<file path="config.mk">
export PLATFORM = sky130hd
export DESIGN_NAME = rr_stream_mux
export DESIGN_NICKNAME = d
export VERILOG_FILES = /design/src/rtl/rr_stream_mux_pkg.sv /design/src/rtl/rr_arbiter.sv /design/src/rtl/rr_stream_mux.sv
export SDC_FILE = /design/constraint.sdc
export NUM_CORES = 1
export LEC_CHECK = 0
export ABC_CLOCK_PERIOD_IN_PS = 3330
export CORE_MARGIN = 2
export CORE_UTILIZATION = 35
export CTS_CLUSTER_SIZE = 10
export DETAILED_ROUTE_END_ITERATION = 8
export GPL_TIMING_DRIVEN = 0
export PLACE_DENSITY = 0.78
export RECOVER_POWER = 25
export SETUP_SLACK_MARGIN = 0.1
export SLEW_MARGIN = 10
export SYNTH_ARGS = -nofsm -noshare
export SYNTH_HDL_FRONTEND = slang
export SYNTH_HIERARCHICAL = 1
export SYNTH_SLANG_ARGS = --single-unit
</file>
<file path="constraint.sdc">
create_clock -name clk -period 3.33 [get_ports clk]
set_input_delay 0.8325 -clock clk [delete_from_list [all_inputs] [get_ports clk]]
set_output_delay 0.8325 -clock clk [all_outputs]
set_load 0.005 [all_outputs]
</file>
<file path="src/rtl/rr_stream_mux_pkg.sv">
// Shared constants and helpers for the round-robin stream mux.
// Mode encodings and a ceiling-log2 used to size channel ids.
package rr_stream_mux_pkg;

    localparam logic MODE_FIXED = 1'b0;
    localparam logic MODE_RR    = 1'b1;

    function automatic int clog2(input int n);
        int r;
        r = 0;
        while ((1 << r) < n) begin
            r++;
        end
        return r;
    endfunction

endpackage

</file>
<file path="src/rtl/rr_arbiter.sv">
// Fair round-robin arbiter with its own rotating priority pointer.
// The pointer moves past the granted channel only when told to advance.
module rr_arbiter
    import rr_stream_mux_pkg::*;
#(
    parameter  int CHANNELS = 4,
    localparam int SEL_W    = clog2(CHANNELS)
) (
    input  logic                clk,
    input  logic                rst,
    input  logic [CHANNELS-1:0] req_i,
    input  logic                advance_i,
    output logic [SEL_W-1:0]    grant_o,
    output logic                grant_valid_o
);

    logic [SEL_W-1:0]    ptr_q;
    logic [SEL_W-1:0]    ptr_d;
    logic [SEL_W:0]      idx;
    logic [CHANNELS-1:0] onehot;

    // Scan from ptr upward with wrap; walking backwards lets the
    // closest requester to ptr overwrite any farther one.
    always_comb begin
        grant_o       = '0;
        grant_valid_o = 1'b0;
        idx           = '0;
        onehot        = '0;
        for (int k = CHANNELS - 1; k >= 0; k--) begin
            idx = {1'b0, ptr_q} + (SEL_W + 1)'(k);
            if (int'(idx) >= CHANNELS) begin
                idx = idx - (SEL_W + 1)'(CHANNELS);
            end
            onehot = CHANNELS'(1) << idx;
            if (|(req_i & onehot)) begin
                grant_o       = idx[SEL_W-1:0];
                grant_valid_o = 1'b1;
            end
        end
    end

    // Next pointer is one past the winner, wrapping at the last channel.
    always_comb begin
        ptr_d = ptr_q;
        if (advance_i && grant_valid_o) begin
            if (int'(grant_o) == CHANNELS - 1) begin
                ptr_d = '0;
            end else begin
                ptr_d = grant_o + SEL_W'(1);
            end
        end
    end

    // Pointer register.
    always_ff @(posedge clk or posedge rst) begin
        if (rst) begin
            ptr_q <= '0;
        end else begin
            ptr_q <= ptr_d;
        end
    end

endmodule

</file>
<file path="src/rtl/rr_stream_mux.sv">
// N-channel valid/ready stream mux with a registered output stage.
// Fixed-select or round-robin choice of the source channel.
module rr_stream_mux
    import rr_stream_mux_pkg::*;
#(
    parameter  int WIDTH    = 4,
    parameter  int CHANNELS = 4,
    localparam int SEL_W    = clog2(CHANNELS)
) (
    input  logic                      clk,
    input  logic                      rst,
    input  logic [CHANNELS*WIDTH-1:0] in_data,
    input  logic [CHANNELS-1:0]       in_valid,
    output logic [CHANNELS-1:0]       in_ready,
    input  logic                      mode,
    input  logic [SEL_W-1:0]          sel,
    output logic [WIDTH-1:0]          out_data,
    output logic                      out_valid,
    output logic [SEL_W-1:0]          out_chan,
    input  logic                      out_ready
);

    logic [WIDTH-1:0] data_q, data_d;
    logic [SEL_W-1:0] chan_q, chan_d;
    logic             valid_q, valid_d;

    logic             load;
    logic             fix_valid;
    logic [SEL_W-1:0] rr_grant;
    logic             rr_valid;
    logic [SEL_W-1:0] grant;
    logic             grant_valid;
    logic             xfer;
    logic [WIDTH-1:0] word;

    rr_arbiter #(
        .CHANNELS(CHANNELS)
    ) u_arb (
        .clk          (clk),
        .rst          (rst),
        .req_i        (in_valid),
        .advance_i    (xfer && (mode == MODE_RR)),
        .grant_o      (rr_grant),
        .grant_valid_o(rr_valid)
    );

    // Mode mux; an out-of-range sel shifts the mask to zero, so no grant.
    always_comb begin
        load        = !valid_q || out_ready;
        fix_valid   = |(in_valid & (CHANNELS'(1) << sel));
        grant       = sel;
        grant_valid = fix_valid;
        if (mode == MODE_RR) begin
            grant       = rr_grant;
            grant_valid = rr_valid;
        end
        xfer = load && grant_valid;
    end

    // One-hot accept, forced low while reset is held.
    always_comb begin
        in_ready = '0;
        if (xfer && !rst) begin
            in_ready = CHANNELS'(1) << grant;
        end
    end

    // Pick the granted channel's word out of the packed bus.
    always_comb begin
        word = '0;
        for (int i = 0; i < CHANNELS; i++) begin
            if (grant == SEL_W'(i)) begin
                word = in_data[i*WIDTH +: WIDTH];
            end
        end
    end

    // Output stage: load on transfer, drain when idle, hold under stall.
    always_comb begin
        data_d  = data_q;
        chan_d  = chan_q;
        valid_d = valid_q;
        if (xfer) begin
            data_d  = word;
            chan_d  = grant;
            valid_d = 1'b1;
        end else if (load) begin
            valid_d = 1'b0;
        end
    end

    // Output registers.
    always_ff @(posedge clk or posedge rst) begin
        if (rst) begin
            data_q  <= '0;
            chan_q  <= '0;
            valid_q <= 1'b0;
        end else begin
            data_q  <= data_d;
            chan_q  <= chan_d;
            valid_q <= valid_d;
        end
    end

    assign out_data  = data_q;
    assign out_chan  = chan_q;
    assign out_valid = valid_q;

endmodule
</file>
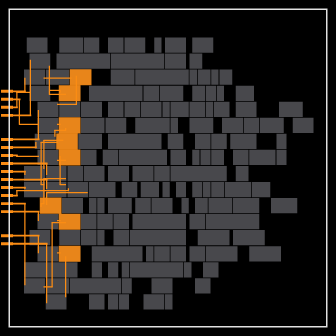
**Above:** port wiring.
in_data: drawn in orange, bits 16, direction input, edge west, end cells 8, buffers 16, wire 216 um.
Top Ports: 37
Port Buf Inserts: 36

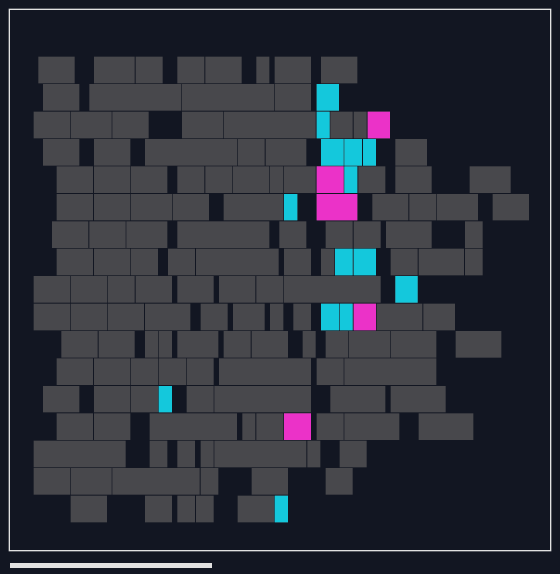
**Above:** logic cells by family.
Bar = 20 um.
nand cells: drawn in cyan, cells 14, most used nand2_1. and/or cells: drawn in magenta, cells 5, most used and2_1.

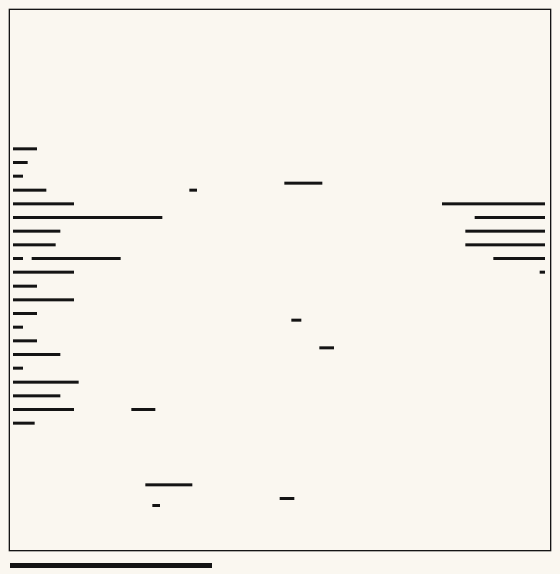
**Above:** metal 3.
Bar = 20 um.
The longest straight run is 14.5 um. The wires run mostly horizontal. The layer holds 5.0% of the routed length. 31 nets have wire on it. The layer carries 136 um of wire.

==> summary.txt <==
flow finished, numbers: result of the run=finished with violations, failing checks=setup timing, final total negative setup slack=-304.3 ps, Required @ worst endpoint=2500 ps, chip height=53.56 um, family with the most delay on the worst path=AND-OR/OR-AND gates, largest net degree at the start of global routing=11, total placed instance area=1264 sq um, power in the clock group=82.3 uW, effective utilization at floorplan=0.3777, met3 WL post-DR=136 um, number of multi-input logic gates=70, Signal inverters=7, number of fill cells in the layout=159, Simple Share, Synth=0.1776, non-filler cells, final=182, clock latency at the later pin of the worst-skew pair=250 ps, sum of buffers and inverters on the critical path=5, Bufs on Longest Clock Path=2, async set-reset flop share out of synthesis=1.000, GR met1 Demand/Resource=0.2065, top contributor to total power=combinational logic, met2 Track Usage GR=0.3807, placed instance count=152, ClkCell Share=0.01684, die outline width=53.56 um, internal power=864.0 uW, transition time of the tightest slew-check pin=383.3 ps, depth of the worst register-to-register path=15, Data arrival, critical path=2640 ps, drt pass-1 iters=4, share of power burned in combinational logic=0.796, ratio of routed vias to standard cells=5.143, number of buffers inserted by post-CTS setup repair=20, fraction of power spent switching nets=0.3947, global-route congestion overflow total=0, XOR-XNOR Cells, Area Fraction=0.01019, top cell class by occupied area=combinational gates, cell resize tally after clock tree synthesis=56, total number of tap cells=28, Clock Skew=1.268 ps, detailed router's first-iteration violation count=11, area of the core=2276 sq um, depth of the critical timing path with buffers and inverters included=12, Final Critical Period=3468 ps, top library cells by usage in the layout, fill and taps aside=clkdlybuf4s50_1 (27), buf_4 (23), mux2i_1 (18), Final setup violation count=3, full die area=2868 sq um, antenna cell count=0, category of the most critical setup path=reg -> out, gate count after technology mapping=88, met2 layer wire length in the routed design=1.473 mm, Slowest cell on crit path=dfrtp_1, Commonest cells post-synth=mux2i_1 (18), dfrtp_1 (9), nand2_1 (8), mean instance size in the synthesized netlist=9.768 sq um, most used flip-flop cell after synthesis=dfrtp_1, detailed-routing wirelength on met1=1.025 mm, worst voltage drop across the vdd grid=0.6479 mV, Critical Path End Type=output port, post-route cell area=1560 sq um, Synth Cell Area=859.6 sq um, crit-path most repeated cell=buf_6, Sequential Power Share=0.147, Final Worst Setup Slack=-138.2 ps, hold endpoint=out_valid, detailed placement HPWL=1.671 mm, setup slack, reg-to-reg=360 ps, power density relative to cell area=914.8 nW/um^2, GRT Total Usage=0.2025, comb area leader=multiplexers, initial antenna violation count=0, via count of the first global-routing pass=956, final wirelength=2.723 mm, Post-synth EDFFs=0, core utilization of the finished layout=0.6855, flip-flop count of the largest register after layout=4, area growth from synthesis to layout=81.51%, number of sinks handled by clock tree synthesis=9, flop count=9, number of maximum-capacitance violations=0, mux frac, synth=0.2780, library cell used as clock root buffer=clkbuf_4, number of warnings in the stage logs=32, standard-cell row count=17, final clock period utilization by the worst path=1.042, P_seq=209 uW, met3 Track Usage GR=0.03611, flip-flop and latch area=226.5 sq um, top cells, area=dfrtp_1 (26%), mux2i_1 (21%), ha_1 (7.3%), mux2_2 (5.2%), a22oi_1 (3.5%), total nets after synthesis=119, Final #Nets=186, ordered cell list for the critical path=buf_6, ha_4, a22o_1, a221oi_2, buf_4, o21bai_1, a22o_1, mux2i_4, buf_6, buf_6, nor4b_4, buf_2, first-pass GRT wire length=4.174 mm, post-synth top area share=0.2620, endpoint of the lowest-slack register-to-register path=out_data[1], remaining antenna violation count=0, overall power of the completed layout=1427 uW, leading area contributor after synthesis=dfrtp_1
Power figures rest on the tool's default switching activity, not on a simulated workload.
